run_1/final_congestion.png
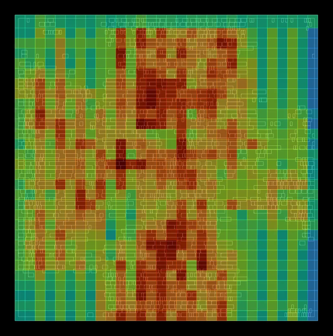
run_1/metal_stack.png
(2 px per um) Only two layers are drawn.
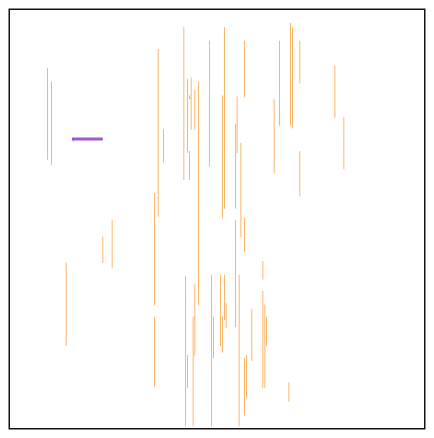
run_1/met4.png
(2 px per um) Supply wires on this layer in grey.
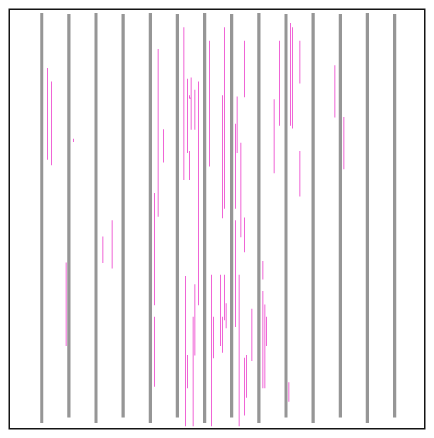
`src/rtl/shader_tcache_pkg.sv`:
```
// rtl/shader_tcache_pkg.sv - shared types and coordinate resolve for shader_tcache_mc
package shader_tcache_pkg;

  typedef enum logic {
    ADDR_WRAP  = 1'b0,
    ADDR_CLAMP = 1'b1
  } addr_mode_t;

  typedef enum logic [1:0] {
    DMA_IDLE,
    DMA_DRAIN,
    DMA_WRITE
  } dma_state_t;

  // Maps a signed coordinate onto an axis 2**size texels wide.
  function automatic logic [31:0] resolve_coord(input logic signed [31:0] c,
                                                input addr_mode_t        mode,
                                                input int unsigned       size);
    logic signed [31:0] w;
    w = 32'sd1 <<< size;
    if (mode == ADDR_CLAMP) begin
      if (c < 0) return '0;
      if (c >= w) return w - 1;
      return c;
    end
    return c & (w - 1);
  endfunction

endpackage

```
`src/rtl/shader_tcache_port.sv`:
```
// rtl/shader_tcache_port.sv - one read channel: request reg (S1), output reg (S2), handshakes
module shader_tcache_port
  import shader_tcache_pkg::*;
#(
  parameter int TCACHE_SIZE = 3,
  parameter int TEXEL_BITS  = 4
) (
  input  logic                       aclk,
  input  logic                       aresetn,
  input  logic                       rd_en,
  input  logic                       rd_valid,
  output logic                       rd_ready,
  input  logic [TCACHE_SIZE+1:0]     rd_u,
  input  logic [TCACHE_SIZE+1:0]     rd_v,
  input  logic                       rd_mode,
  output logic                       s1_valid,
  output logic [2*TCACHE_SIZE-1:0]   s1_idx,
  input  logic [TEXEL_BITS-1:0]      lookup_texel,
  output logic                       out_valid,
  input  logic                       out_ready,
  output logic [TEXEL_BITS-1:0]      out_texel
);

  localparam int IW = 2 * TCACHE_SIZE;

  logic                  s1_valid_q, s1_valid_d;
  logic [IW-1:0]         s1_idx_q, s1_idx_d;
  logic                  s2_valid_q, s2_valid_d;
  logic [TEXEL_BITS-1:0] s2_texel_q, s2_texel_d;
  logic                  advance;
  logic [31:0]           u_res, v_res;
  logic [IW-1:0]         req_idx;

  always_comb begin
    u_res   = resolve_coord(32'($signed(rd_u)), addr_mode_t'(rd_mode), TCACHE_SIZE);
    v_res   = resolve_coord(32'($signed(rd_v)), addr_mode_t'(rd_mode), TCACHE_SIZE);
    req_idx = IW'(u_res + (v_res << TCACHE_SIZE));

    advance  = !s2_valid_q || out_ready;
    rd_ready = rd_en && (!s1_valid_q || advance);

    s1_valid_d = s1_valid_q;
    s1_idx_d   = s1_idx_q;
    s2_valid_d = s2_valid_q;
    s2_texel_d = s2_texel_q;

    // The array is sampled only on the S1->S2 move, so S2 never sees a later DMA.
    if (advance) begin
      s2_valid_d = s1_valid_q;
      if (s1_valid_q) s2_texel_d = lookup_texel;
      s1_valid_d = 1'b0;
    end
    if (rd_valid && rd_ready) begin
      s1_valid_d = 1'b1;
      s1_idx_d   = req_idx;
    end
  end

  always_ff @(posedge aclk or negedge aresetn) begin
    if (!aresetn) begin
      s1_valid_q <= 1'b0;
      s1_idx_q   <= '0;
      s2_valid_q <= 1'b0;
      s2_texel_q <= '0;
    end else begin
      s1_valid_q <= s1_valid_d;
      s1_idx_q   <= s1_idx_d;
      s2_valid_q <= s2_valid_d;
      s2_texel_q <= s2_texel_d;
    end
  end

  assign s1_valid  = s1_valid_q;
  assign s1_idx    = s1_idx_q;
  assign out_valid = s2_valid_q;
  assign out_texel = s2_texel_q;

endmodule

```
`src/rtl/shader_tcache_mc.sv`:
```
// rtl/shader_tcache_mc.sv - multi-channel texture tile cache with coherent masked DMA refill
// Optional SHADER_TCACHE_STATS_EN builds the saturating read/DMA counters.
module shader_tcache_mc
  import shader_tcache_pkg::*;
#(
  parameter int                    TCACHE_SIZE = 3,
  parameter int                    TEXEL_BITS  = 4,
  parameter int                    CHANNELS    = 2,
  parameter logic [TEXEL_BITS-1:0] FILL_TEXEL  = '1
) (
  input  logic                                             aclk,
  input  logic                                             aresetn,
  input  logic                                             dma_valid,
  output logic                                             dma_ready,
  input  logic [(1<<(2*TCACHE_SIZE))*TEXEL_BITS-1:0]       dma_data,
  input  logic [(1<<(2*TCACHE_SIZE))-1:0]                  dma_mask,
  input  logic [CHANNELS-1:0]                              rd_valid,
  output logic [CHANNELS-1:0]                              rd_ready,
  input  logic [CHANNELS*(TCACHE_SIZE+2)-1:0]              rd_u,
  input  logic [CHANNELS*(TCACHE_SIZE+2)-1:0]              rd_v,
  input  logic [CHANNELS-1:0]                              rd_mode,
  output logic [CHANNELS-1:0]                              out_valid,
  input  logic [CHANNELS-1:0]                              out_ready,
  output logic [CHANNELS*TEXEL_BITS-1:0]                   out_texel,
  output logic [31:0]                                      stat_reads,
  output logic [15:0]                                      stat_dmas
);

  localparam int N  = 1 << (2 * TCACHE_SIZE);
  localparam int CW = TCACHE_SIZE + 2;
  localparam int IW = 2 * TCACHE_SIZE;

  dma_state_t            state_q, state_d;
  logic                  rd_en;
  logic                  dma_fire;
  logic [CHANNELS-1:0]   s1_valid;
  logic [IW-1:0]         s1_idx [CHANNELS];
  logic [TEXEL_BITS-1:0] lookup [CHANNELS];
  // Texels are stored XORed with FILL_TEXEL so the zeroed power-up array reads as FILL_TEXEL.
  logic [TEXEL_BITS-1:0] mem_q [N];
  logic [TEXEL_BITS-1:0] mem_d [N];

  assign rd_en = (state_q == DMA_IDLE);

  for (genvar ch = 0; ch < CHANNELS; ch++) begin : g_port
    assign lookup[ch] = mem_q[s1_idx[ch]] ^ FILL_TEXEL;

    shader_tcache_port #(
      .TCACHE_SIZE (TCACHE_SIZE),
      .TEXEL_BITS  (TEXEL_BITS)
    ) u_port (
      .aclk         (aclk),
      .aresetn      (aresetn),
      .rd_en        (rd_en),
      .rd_valid     (rd_valid[ch]),
      .rd_ready     (rd_ready[ch]),
      .rd_u         (rd_u[ch*CW +: CW]),
      .rd_v         (rd_v[ch*CW +: CW]),
      .rd_mode      (rd_mode[ch]),
      .s1_valid     (s1_valid[ch]),
      .s1_idx       (s1_idx[ch]),
      .lookup_texel (lookup[ch]),
      .out_valid    (out_valid[ch]),
      .out_ready    (out_ready[ch]),
      .out_texel    (out_texel[ch*TEXEL_BITS +: TEXEL_BITS])
    );
  end

  always_comb begin
    state_d   = state_q;
    dma_ready = 1'b0;
    case (state_q)
      DMA_IDLE:  if (dma_valid) state_d = DMA_DRAIN;
      DMA_DRAIN: begin
        if (!dma_valid)          state_d = DMA_IDLE;
        else if (s1_valid == '0) state_d = DMA_WRITE;
      end
      DMA_WRITE: begin
        dma_ready = 1'b1;
        state_d   = DMA_IDLE;
      end
      default:   state_d = DMA_IDLE;
    endcase
  end

  assign dma_fire = dma_ready && dma_valid;

  always_comb begin
    mem_d = mem_q;
    if (dma_fire) begin
      for (int i = 0; i < N; i++) begin
        if (dma_mask[i]) mem_d[i] = dma_data[i*TEXEL_BITS +: TEXEL_BITS] ^ FILL_TEXEL;
      end
    end
  end

  always_ff @(posedge aclk) begin
    mem_q <= mem_d;
  end

  always_ff @(posedge aclk or negedge aresetn) begin
    if (!aresetn) state_q <= DMA_IDLE;
    else          state_q <= state_d;
  end

`ifdef SHADER_TCACHE_STATS_EN
  logic [31:0] stat_reads_q, stat_reads_d;
  logic [15:0] stat_dmas_q, stat_dmas_d;
  logic [32:0] reads_sum;
  logic [3:0]  beats;

  always_comb begin
    beats = '0;
    for (int ch = 0; ch < CHANNELS; ch++) begin
      beats = beats + 4'(out_valid[ch] & out_ready[ch]);
    end
    reads_sum    = {1'b0, stat_reads_q} + 33'(beats);
    stat_reads_d = reads_sum[32] ? '1 : reads_sum[31:0];
    stat_dmas_d  = stat_dmas_q;
    if (dma_fire && (stat_dmas_q != '1)) stat_dmas_d = stat_dmas_q + 16'd1;
  end

  always_ff @(posedge aclk or negedge aresetn) begin
    if (!aresetn) begin
      stat_reads_q <= '0;
      stat_dmas_q  <= '0;
    end else begin
      stat_reads_q <= stat_reads_d;
      stat_dmas_q  <= stat_dmas_d;
    end
  end

  assign stat_reads = stat_reads_q;
  assign stat_dmas  = stat_dmas_q;
`else
  assign stat_reads = '0;
  assign stat_dmas  = '0;
`endif

endmodule

```
`config.mk`:
```
export PLATFORM = sky130hd
export DESIGN_NAME = shader_tcache_mc
export DESIGN_NICKNAME = d
export VERILOG_FILES = /design/src/rtl/shader_tcache_pkg.sv /design/src/rtl/shader_tcache_port.sv /design/src/rtl/shader_tcache_mc.sv
export SDC_FILE = /design/constraint.sdc
export NUM_CORES = 1
export LEC_CHECK = 0
export CAP_MARGIN = 25
export CORE_AREA = 2 2 205 207
export DETAILED_ROUTE_END_ITERATION = 8
export DIE_AREA = 0 0 207 209
export PLACE_DENSITY = 0.75
export SLEW_MARGIN = 20
export SYNTH_ARGS = -nofsm -noshare
export SYNTH_HDL_FRONTEND = slang
export SYNTH_HIERARCHICAL = 1
export SYNTH_SLANG_ARGS = --single-unit
```
`constraint.sdc`:
```
create_clock -name aclk -period 2.37 [get_ports aclk]
set_input_delay 0.237 -clock aclk [delete_from_list [all_inputs] [get_ports aclk]]
set_output_delay 0.237 -clock aclk [all_outputs]
set_load 0.02 [all_outputs]
```
==> flow_summary.json, run 1 <==
{
  "outcome": "finished with violations",
  "violations": "setup timing",
  "place_hpwl_mm": 37.86,
  "coreArea_sq_mm": 0.04129,
  "ys_cells": 1025,
  "grt_pass1_vias": 10820,
  "setup_viol": 3,
  "leakage_nw": 8.268,
  "final_cell_mix": "clkdlybuf4s50_1, inv_1, edfxtp_1, mux4_2, and3_1",
  "fin_area_sq_mm": 0.02059,
  "n_antenna_cell": 10,
  "cp_cell_sequence": "buf_12 -> mux4_2 -> mux4_2 -> or3_1 -> o211ai_1 -> mux2_4",
  "place_area_sq_mm": 0.01924,
  "largest_class": "registers",
  "ys_types": 41,
  "hold_viol": 0,
  "layout_setup_ws_ps": -44.54,
  "synth_area_sq_mm": 0.01506,
  "seq_area_sq_mm": 0.008351,
  "fill_cells": 3502,
  "seq_share": 0.4055,
  "r2r-start": "g_port[1].u_port/s1_idx[0]$_DFFE_PN0P_",
  "path_buffers": 1,
  "cts_max_level": 1,
  "reg2regPathDepth": 6,
  "fp.dieH_um": 209,
  "cts_tree": "done",
  "ys_seq_share": 0.5538,
  "power_density_mw_per_mm2": 812.6,
  "final_cells": 1994,
  "io_buffers": 361,
  "place_inst": 1906,
  "syn_inst": 1025,
  "reg2reg_slack_ps": -40,
  "fin_skew_ps": 13.31,
  "comb_share": 0.2535,
  "drtIter0Drc": 697,
  "clock_latency_ps": 580,
  "crit_top_cell": "mux4_2",
  "worstSetupPathType": "flip-flop to flip-flop",
  "grt-ovfl-total": 0,
  "syn_avg_cell_area_sq_um": 14.69,
  "yosys_warnings": 6,
  "chipArea_sq_mm": 0.04326,
  "crit_start": "g_port[1].u_port/s1_idx[0]$_DFFE_PN0P_",
  "clock_tree.root_cell": "clkbuf_16",
  "detail-route-antenna-nets": 0,
  "cts_buffer_depth": 3,
  "numClockSinks": 282,
  "maxCapViolCount": 0,
  "cp-endpoint": "g_port[1].u_port/out_texel[0]$_DFFE_PN0P_",
  "antenna_found_initial": 11,
  "ctsHoldBuffers": 0,
  "fmax_mhz": 414.2,
  "bufAreaShareNonClock": 0.2124,
  "inverters_excl_clock": 257,
  "place.gp.congestion": 0.8893,
  "max-vdd-ir-drop_mv": 0.6715,
  "combGateArea_sq_mm": 0.005220,
  "critPathRequiredTime_ps": 2890,
  "io_pins": 410,
  "setup.worst_path.start_class": "flip-flop",
  "drive_gt1_frac": 0.2090,
  "warnings": 28,
  "die_w_um": 207,
  "rr_endpoint": "g_port[1].u_port/out_texel[0]$_DFFE_PN0P_",
  "cp.arrival_ps": 2940,
  "drc_errors": 0,
  "synth_flops": 282,
  "row_count": 75,
  "nClkBuffers": 35,
  "tapCellCount": 539,
  "clkCellAreaFrac": 0.04770,
  "min_path_type": "input pin to asynchronous set/reset pin",
  "cp.depth": 6,
  "period_minus_slack_ps": 2415,
  "cp_slowest_stage_delay_ps": 540,
  "grt_pass1_wl_mm": 68.97,
  "slowest_stage": "dfrtp_4",
  "area_growth_pct": 36.75,
  "report.final.slew_viol_count": 0,
  "cp_top_family": "multiplexers",
  "rsz0062_at_grt": "yes",
  "buffers": 426,
  "grt_max_degree": 66,
  "post-route-period-util": 1.019,
  "end_kind": "flip-flop"
}
## Picture notes: final_congestion.png
post-DR wirelength/cell: 24.17 um
grt met2 use: 0.3754
gr busiest metal: met2

## Picture notes: metal_stack.png
Key: met5 = purple [wire length 13.8 um]; met4 = orange [wire length 1990 um]
WL final: 48.20 mm
global-route usage over all layers: 0.2177
Vias: 10.14k

## Picture notes: met4.png
The longest straight run is 112 um. The layer holds 4.1% of the routed length. 41 nets have wire on it. The layer carries 1990 um of wire.

[run 1: synthesized netlist by cell type, drive strengths merged]
| cell type | n | area, sq um |
|---|---|---|
| clkbuf | 25 | 133.9 |
| nand3 | 1 | 5.000 |
| ha | 4 | 50.05 |
| mux2i | 8 | 80.08 |
| o211ai | 3 | 22.52 |
| a211oi | 7 | 52.55 |
| o221ai | 4 | 35.03 |
| inv | 257 | 964.7 |
| a22oi | 4 | 30.03 |
| o31ai | 1 | 7.510 |
| nor3 | 3 | 15.01 |
| nand2 | 14 | 52.55 |
| nand3b | 2 | 15.01 |
| or2b | 2 | 15.01 |
| nor2b | 13 | 81.33 |
| dfrtp | 26 | 650.6 |
| o2111ai | 1 | 8.760 |
| a21oi | 21 | 105.1 |
| a221oi | 1 | 8.760 |
| dlygate4sd2 | 1 | 8.760 |
| and2 | 5 | 36.29 |
| a31oi | 6 | 37.54 |
| o21ai | 7 | 35.03 |
| nand2b | 7 | 43.79 |
| mux4 | 147 | 3392 |
| edfxtp | 256 | 7687 |
| nor2 | 13 | 48.80 |
| conb | 3 | 11.26 |
| and3 | 64 | 400.4 |
| buf | 81 | 611.8 |
| or3 | 11 | 68.82 |
| mux2 | 27 | 341.6 |
[run 1: state kept, by name, indices dropped and copies added (netlist names)]
register                 count
g_port.u_port/s1_valid       2
g_port.u_port/s1_idx        12
g_port.u_port/out_valid      2
state_q                      2
g_port.u_port/out_texel      8
mem_q                      256
[run 1: where the power goes]
| group | switching (mW) | internal, mW | leakage [nW] |
|---|---|---|---|
| Sequential | 0.337 | 5.65 | 2.61 |
| Combinational | 2.54 | 3.47 | 5.20 |
| Clock | 2.02 | 2.71 | 0.459 |
[run 1: layer usage]
metal / share of wire / wire length, um / GRT usage / vias to the layer above
met5: 0.00027 / 13 / 0 / -
met4: 0.041 / 1985 / 0.09680 / 2
met3: 0.083 / 4024 / 0.05065 / 116
met2: 0.51 / 24480 / 0.3754 / 539
met1: 0.37 / 17700 / 0.2605 / 5064
li1: - / - / - / 4421
[run 1: through the flow]
step | TNS (ps) | util | setup slack [ps] | total power [mW] | hold slack (ps)
2_1_floorplan | 0 | - | 116.0 | 9.464 | -58.59
3_3_place_gp | -563.9 | 0.4660 | -146.0 | 11.41 | 501.2
3_5_place_dp | -931.8 | 0.4660 | -222.6 | 11.48 | 520.0
4_1_cts | -160.5 | 0.4945 | -61.83 | 16.48 | 33.35
5_1_grt | -353.3 | 0.4986 | -117.1 | 17.30 | 85.68
6_report | -100.5 | 0.4987 | -44.54 | 16.73 | 43.63
[run 1: worst reg2reg max path: stages (launching register included)]
cell and delay, ps:
dfrtp_4 540, buf_12 170, mux4_2 520, mux4_2 470
or3_1 380, o211ai_1 110, mux2_4 180
[run 1: timing repair]
item	in CTS	in global routing
gates cloned	2	3
setup endpoints to repair	9	8
pin swaps	1	4
resized	14	23
buffers inserted	10	10
[run 1: logic make-up after synthesis]
family | synth area share
compound gates | 0.02277
buf+inv | 0.1142
fa+ha+maj | 0.003324
simple gates | 0.05194
other cells | 0.0007478
flops | 0.5538
mux | 0.2533
==> run 2, diff against run 1 <==
CAP_MARGIN = unset   (was 25)
SLEW_MARGIN = unset   (was 20)
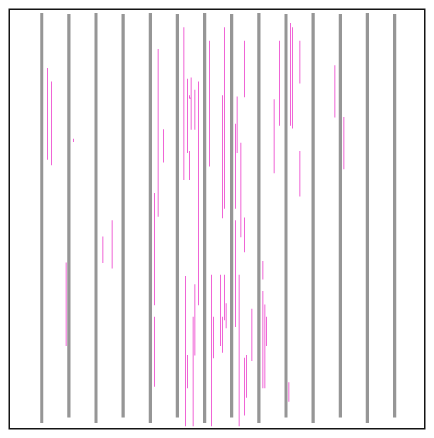
run_2/met4.png
(2 px per um) Supply wires on this layer in grey.
The longest straight run is 112 um. 41 nets have wire on it. The layer carries 1990 um of wire. The wires run mostly vertical. The layer holds 4.1% of the routed length.

==> run 2 against run 1 <==
  * The run still ends with setup timing left
  * Worst setup slack unchanged
  * Flip-flop count unchanged
  * Clock-buffer cell count unchanged
  * Clock power about the same
  * Synthesized cell count unchanged
  * Maximum frequency unchanged
  * Via count unchanged
  * Sequential share of layout area unchanged
  * First-iteration DRC count unchanged
  * Die size unchanged
  * Area after synthesis unchanged
  * Non-clock buffer count unchanged
  * Largest cell class unchanged
  * Largest power group unchanged
==> flow_summary.json, run 2 <==
{
  "outcome": "finished with violations",
  "violations": "setup timing",
  "synth_flops": 282,
  "ys_cells": 1025,
  "crit_start": "g_port[1].u_port/s1_idx[0]$_DFFE_PN0P_",
  "dr.max_layer_used": "met5",
  "clock_latency_ps": 580,
  "most_common_cell": "inv_1",
  "chipArea_sq_mm": 0.04326,
  "flop_cell": "edfxtp_1",
  "io_pins": 410,
  "switchingPower_mw": 4.898,
  "end_kind": "flip-flop",
  "row_count": 75,
  "fp.dieH_um": 209,
  "cp.arrival_ps": 2940,
  "place_hpwl_mm": 37.86,
  "ys_seq_share": 0.5538,
  "rsz0062_at_grt": "yes",
  "antenna_found_initial": 11,
  "coreArea_sq_mm": 0.04129,
  "reg2reg_slack_ps": -40,
  "final_cells": 1994,
  "synthTopCellsByArea": "edfxtp_1, mux4_2, inv_1",
  "cts_max_level": 1,
  "grt_pass1_wl_mm": 68.97,
  "fmax_mhz": 414.2,
  "largest_reg_flops": 256,
  "grt_usage": 0.2177,
  "edf_count": 256,
  "largest-register": "mem_q",
  "p_clk_frac": 0.283,
  "routedWlPerCell_um": 24.17,
  "area_growth_pct": 36.75,
  "place.gp.congestion": 0.8893,
  "seqPwrFrac": 0.358,
  "setup_viol": 3,
  "wl_met3_mm": 4.024,
  "layout_setup_ws_ps": -44.54,
  "post-route-period-util": 1.019,
  "wl_met2_mm": 24.48,
  "cts_tree": "done",
  "met1_length_mm": 17.70,
  "worstSetupPathType": "flip-flop to flip-flop",
  "synth_area_sq_mm": 0.01506,
  "min_path_type": "input pin to asynchronous set/reset pin",
  "swShare": 0.2927,
  "yosys_warnings": 6,
  "period_minus_slack_ps": 2415,
  "report.final.slew_viol_count": 0,
  "cp-endpoint": "g_port[1].u_port/out_texel[0]$_DFFE_PN0P_",
  "vias": 10140,
  "place_inst": 1906,
  "ys_types": 41,
  "grt-ovfl-total": 0,
  "cts_buffer_depth": 3,
  "leakage_nw": 8.268,
  "max-vdd-ir-drop_mv": 0.6715,
  "setup.worst_path.start_class": "flip-flop",
  "final_cell_mix": "clkdlybuf4s50_1, inv_1, edfxtp_1, mux4_2, and3_1",
  "syn_inst": 1025,
  "ys_top_cells_by_count": "inv_1, edfxtp_1, mux4_2, and3_1, buf_4",
  "maxCapViolCount": 0,
  "detail-route-antenna-nets": 0
}
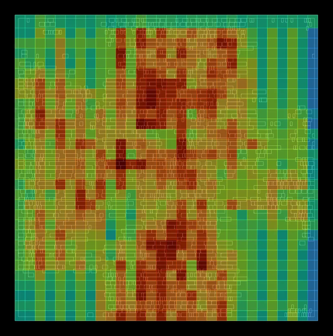
run_2/final_congestion.png
post-layout util: 0.4987
met1 usage: 0.2605
met3 usage in global routing: 0.05065

run 2: critical path: stages (launching register included):
cell,delay (ps)
dfrtp_4,540
buf_12,160
mux4_2,520
mux4_2,470
or3_1,380
o211ai_1,110
mux2_4,180
run 2: cell families (layout without fill, tap and decap cells):
family,count (synthesis),count (layout),share of synthesized area
AOI/OAI and AO/OA,55,55,0.02277
DFF,282,282,0.5538
muxes,182,182,0.2533
buffers and inverters,364,737,0.1142
and+or+nand+nor,135,135,0.05194
other,3,60,0.0007478
adders and majority gates,4,4,0.003324
run 2: area by class of cell:
type,count,area [sq um]
Antenna cell,10,25.02
Clock buffer,35,790.8
Clock inverter,19,191.4
Fill cell,3502,20700
Inverter,257,964.7
Multi-Input combinational cell,426,5220
Sequential cell,282,8351
Tap cell,539,674.4
Timing Repair Buffer,426,4374
run 2: worst min path at each step:
stage,depth (start not counted),from,slack [ps],to
after floorplan,0,aresetn,-60,g_port[0].u_port/out_texel[0]$_DFFE_PN0P_
after global placement,1,g_port[0].u_port/s1_valid$_DFFE_PN0P_,500,g_port[0].u_port/out_valid$_DFFE_PN0P_
after detailed placement,1,g_port[0].u_port/s1_valid$_DFFE_PN0P_,520,g_port[0].u_port/out_valid$_DFFE_PN0P_
after CTS,2,aresetn,30,g_port[0].u_port/s1_valid$_DFFE_PN0P_
after global routing,2,aresetn,90,g_port[0].u_port/s1_valid$_DFFE_PN0P_
final,2,aresetn,40,g_port[0].u_port/s1_valid$_DFFE_PN0P_
run 2: metal layers:
metal  up-vias  global-route usage
li1       4421                   -
met1      5064              0.2605
met2       539              0.3754
met3       116             0.05065
met4         2             0.09680
met5         -                   0
run 2: per-stage QoR:
step	hold WS, ps	worst slack [ps]	TNS [ps]	cell area [sq um]
after floorplan	-58.59	116.0	0	15230
after global placement	501.2	-146.0	-563.9	19240
after detailed placement	520.0	-222.6	-931.8	19240
after CTS	33.35	-61.83	-160.5	20420
after global routing	85.68	-117.1	-353.3	20590
final	43.63	-44.54	-100.5	20590
run 2: power by group through the flow:
| stage | sequential, mW | combinational [mW] | clock (mW) |
|---|---|---|---|
| after global placement | 6.12 | 5.29 | 0 |
| after floorplan | 5.94 | 3.52 | 0 |
| after CTS | 5.97 | 5.73 | 4.78 |
| after global routing | 6.01 | 6.34 | 4.95 |
| final | 5.99 | 6.01 | 4.73 |
| after detailed placement | 6.12 | 5.36 | 0 |
run 2: timing repair:
action,4_1_cts,5_1_grt
gates cloned,2,3
hold endpoints to repair,0,0
resized,14,23
endpoints found under the setup margin,9,8
pin swaps,1,4
buffers inserted,10,10
==> run 3, diff against run 2 <==
TNS_END_PERCENT = 50   (was unset)
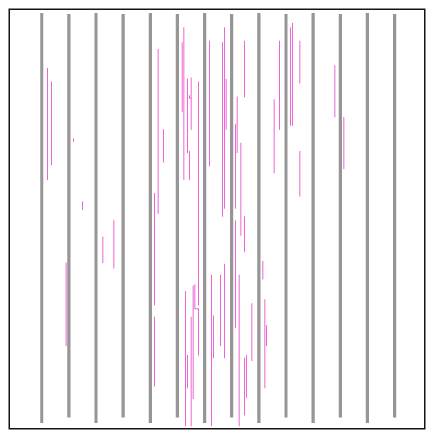
run_3/met4.png
(2 px per um) Supply wires on this layer in grey.
40 nets have wire on it. The wires run mostly vertical. The layer carries 2060 um of wire. The longest straight run is 112 um.
WL final: 48.04 mm
Vias: 10.13k

==> run 3 against run 2 <==
  * Combinational power down 0.7%
  * Critical endpoint unchanged
  * First-iteration DRC count up 16%
  * The flow still finishes with violations (setup timing)
  * Routed wire length down 0.34%
==> flow_summary.json, run 3 <==
{
  "final_cell_mix": "clkdlybuf4s50_1, inv_1, edfxtp_1, mux4_2, and3_1",
  "drc_errors": 0,
  "violations": "setup timing",
  "grt-ovfl-total": 0,
  "detail-route-antenna-nets": 0,
  "fp_util": 0.3647,
  "rr_endpoint": "g_port[1].u_port/out_texel[0]$_DFFE_PN0P_",
  "period_minus_slack_ps": 2404,
  "cts_buffers": 30,
  "largest-register": "mem_q",
  "fp.dieH_um": 209,
  "viasPerCell": 5.093,
  "fmax_mhz": 415.9,
  "leakage_nw": 8.247,
  "yosys_warnings": 6,
  "cp.arrival_ps": 2930,
  "edf_count": 256,
  "report.final.slew_viol_count": 0,
  "synth_flops": 282,
  "post-route-period-util": 1.015,
  "drive_gt1_frac": 0.2063,
  "clock_tree.root_cell": "clkbuf_16",
  "hold_viol": 0,
  "cts.clk_slew.worst_paths_ps": 70,
  "coreArea_sq_mm": 0.04129,
  "yosysTopAreaCellShare": 0.5106,
  "flop_cell": "edfxtp_1",
  "dpl_worst_slack_ps": -222.6,
  "area_growth_pct": 36.51,
  "worstSetupPathType": "flip-flop to flip-flop",
  "syn_inst": 1025,
  "ys_cells": 1025,
  "lay_top_count": "clkdlybuf4s50_1",
  "antenna_found_initial": 11,
  "cp_max_fo": 8,
  "cts_tree": "done",
  "reg2regPathDepth": 6,
  "ys_top_cells_by_count": "inv_1, edfxtp_1, mux4_2, and3_1, buf_4",
  "first_pass_iters": 4,
  "critPathRequiredTime_ps": 2890,
  "synthTopCellsByArea": "edfxtp_1, mux4_2, inv_1",
  "routedWlPerCell_um": 24.15,
  "warnings": 28,
  "async_reset_ff_frac": 0.09220,
  "nets": 1771,
  "maxCapViolCount": 0,
  "ys_chip_area_sq_mm": 0.01506,
  "utilization": 0.4978,
  "ys_seq_share": 0.5538,
  "setup.worst_path.start_class": "flip-flop",
  "place.gp.congestion": 0.8893,
  "rsz0062_at_grt": "yes",
  "largest_reg_flops": 256,
  "syn_avg_cell_area_sq_um": 14.69,
  "reg2reg_slack_ps": -30,
  "row_count": 75,
  "cts_buffer_depth": 3,
  "max-vdd-ir-drop_mv": 0.6723,
  "drtIter0Drc": 812,
  "cts_max_level": 1,
  "numClockSinks": 282,
  "die_w_um": 207,
  "most_common_cell": "inv_1",
  "chipArea_sq_mm": 0.04326,
  "synth_area_sq_mm": 0.01506,
  "outcome": "finished with violations",
  "grt_max_degree": 66,
  "io_buffers": 361,
  "end_kind": "flip-flop",
  "io_pins": 410,
  "place_hpwl_mm": 37.86,
  "layout_setup_ws_ps": -34.46,
  "r2r-start": "g_port[1].u_port/s1_idx[0]$_DFFE_PN0P_",
  "fin_skew_ps": 17.41,
  "grt_usage": 0.2176,
  "min_path_type": "input pin to asynchronous set/reset pin",
  "ys_types": 41,
  "largest_area_cell": "edfxtp_1",
  "grt_pass1_wl_mm": 68.96,
  "power_density_mw_per_mm2": 813.0,
  "clock_latency_ps": 580,
  "setup_viol": 3,
  "grt_pass1_vias": 10760,
  "ctsHoldBuffers": 0
}
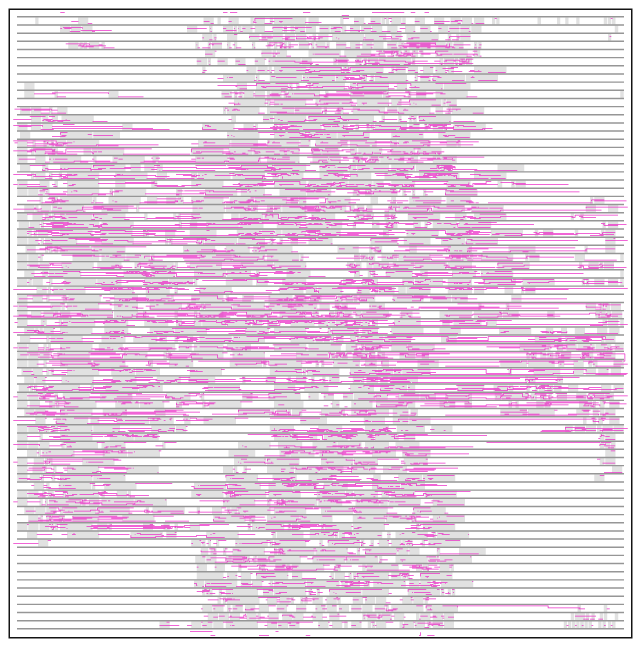
run_3/met1.png
(3 px per um) Supply wires on this layer in grey.
The layer holds 37% of the routed length. The layer carries 17700 um of wire.

run 3: cell counts after synthesis:
Identical to the previous run, type by type.
run 3: worst max path at each step:
stage,start,endpoint,slack (ps),cells past startpoint
after floorplan,g_port[0].u_port/s1_idx[2]$_DFFE_PN0P_,g_port[0].u_port/out_texel[3]$_DFFE_PN0P_,120,6
after CTS,g_port[1].u_port/s1_idx[0]$_DFFE_PN0P_,g_port[1].u_port/out_texel[3]$_DFFE_PN0P_,-60,7
after detailed placement,g_port[0].u_port/s1_idx[0]$_DFFE_PN0P_,g_port[0].u_port/out_texel[0]$_DFFE_PN0P_,-220,8
final,g_port[1].u_port/s1_idx[0]$_DFFE_PN0P_,g_port[1].u_port/out_texel[0]$_DFFE_PN0P_,-30,6
after global routing,g_port[1].u_port/s1_idx[0]$_DFFE_PN0P_,g_port[1].u_port/out_texel[0]$_DFFE_PN0P_,-110,8
after global placement,g_port[0].u_port/s1_idx[0]$_DFFE_PN0P_,g_port[0].u_port/out_texel[0]$_DFFE_PN0P_,-150,8
run 3: timing repair:
item	CTS	global route
resized	15	23
pin swaps	1	4
setup endpoints to repair	9	8
setup buffers	9	7
cloned	2	2
run 3: kinds of logic (layout without fill, tap and decap cells):
group,count (synthesis),count (layout),synth area share
buffers and inverters,364,732,0.1142
AOI/OAI and AO/OA,55,55,0.02277
DFF,282,282,0.5538
other,3,60,0.0007478
adders and majority gates,4,4,0.003324
muxes,182,182,0.2533
and+or+nand+nor,135,135,0.05194
run 3: power breakdown:
part / internal (mW) / total [mW] / switching, mW
combinational: 3.44 / 5.97 / 2.53
clock: 2.71 / 4.75 / 2.03
sequential: 5.65 / 5.99 / 0.341
total: 11.8 / 16.7 / 4.90
run 3: critical path, cell delays in order (launching register included):
cell      delay, ps
dfrtp_4         540
buf_12          160
mux4_2          510
mux4_2          470
or3_1           380
o211ai_1        110
mux2_4          180
run 3: stage by stage:
| stage | setup TNS (ps) | total power [mW] | instances | instance area, sq um | hold WS [ps] |
|---|---|---|---|---|---|
| after floorplan | 0 | 9.464 | 1072 | 15230 | -58.59 |
| after global placement | -563.9 | 11.41 | 1906 | 19240 | 501.2 |
| after detailed placement | -931.8 | 11.48 | 1906 | 19240 | 520.0 |
| after CTS | -160.5 | 16.47 | 1971 | 20410 | 33.35 |
| after global routing | -415.8 | 17.26 | 1988 | 20550 | 85.68 |
| final | -84.51 | 16.71 | 1989 | 20550 | 38.03 |
run 3: area by class of cell:
| cell class | count | area, sq um |
|---|---|---|
| multi-input combinational | 426 | 5224 |
| fill | 3500 | 20740 |
| tap | 539 | 674.4 |
| antenna | 10 | 25.02 |
| inverter | 257 | 964.7 |
| sequential | 282 | 8351 |
| clock inverter | 19 | 191.4 |
| timing repair buffer | 421 | 4333 |
| clock buffer | 35 | 790.8 |
run 3: routing by layer:
layer / part of all wire / global-route usage
met5: 0.00027 / 0
met4: 0.043 / 0.09384
met3: 0.080 / 0.04839
met2: 0.51 / 0.3756
met1: 0.37 / 0.2628
Power and IR drop assume default switching activity.
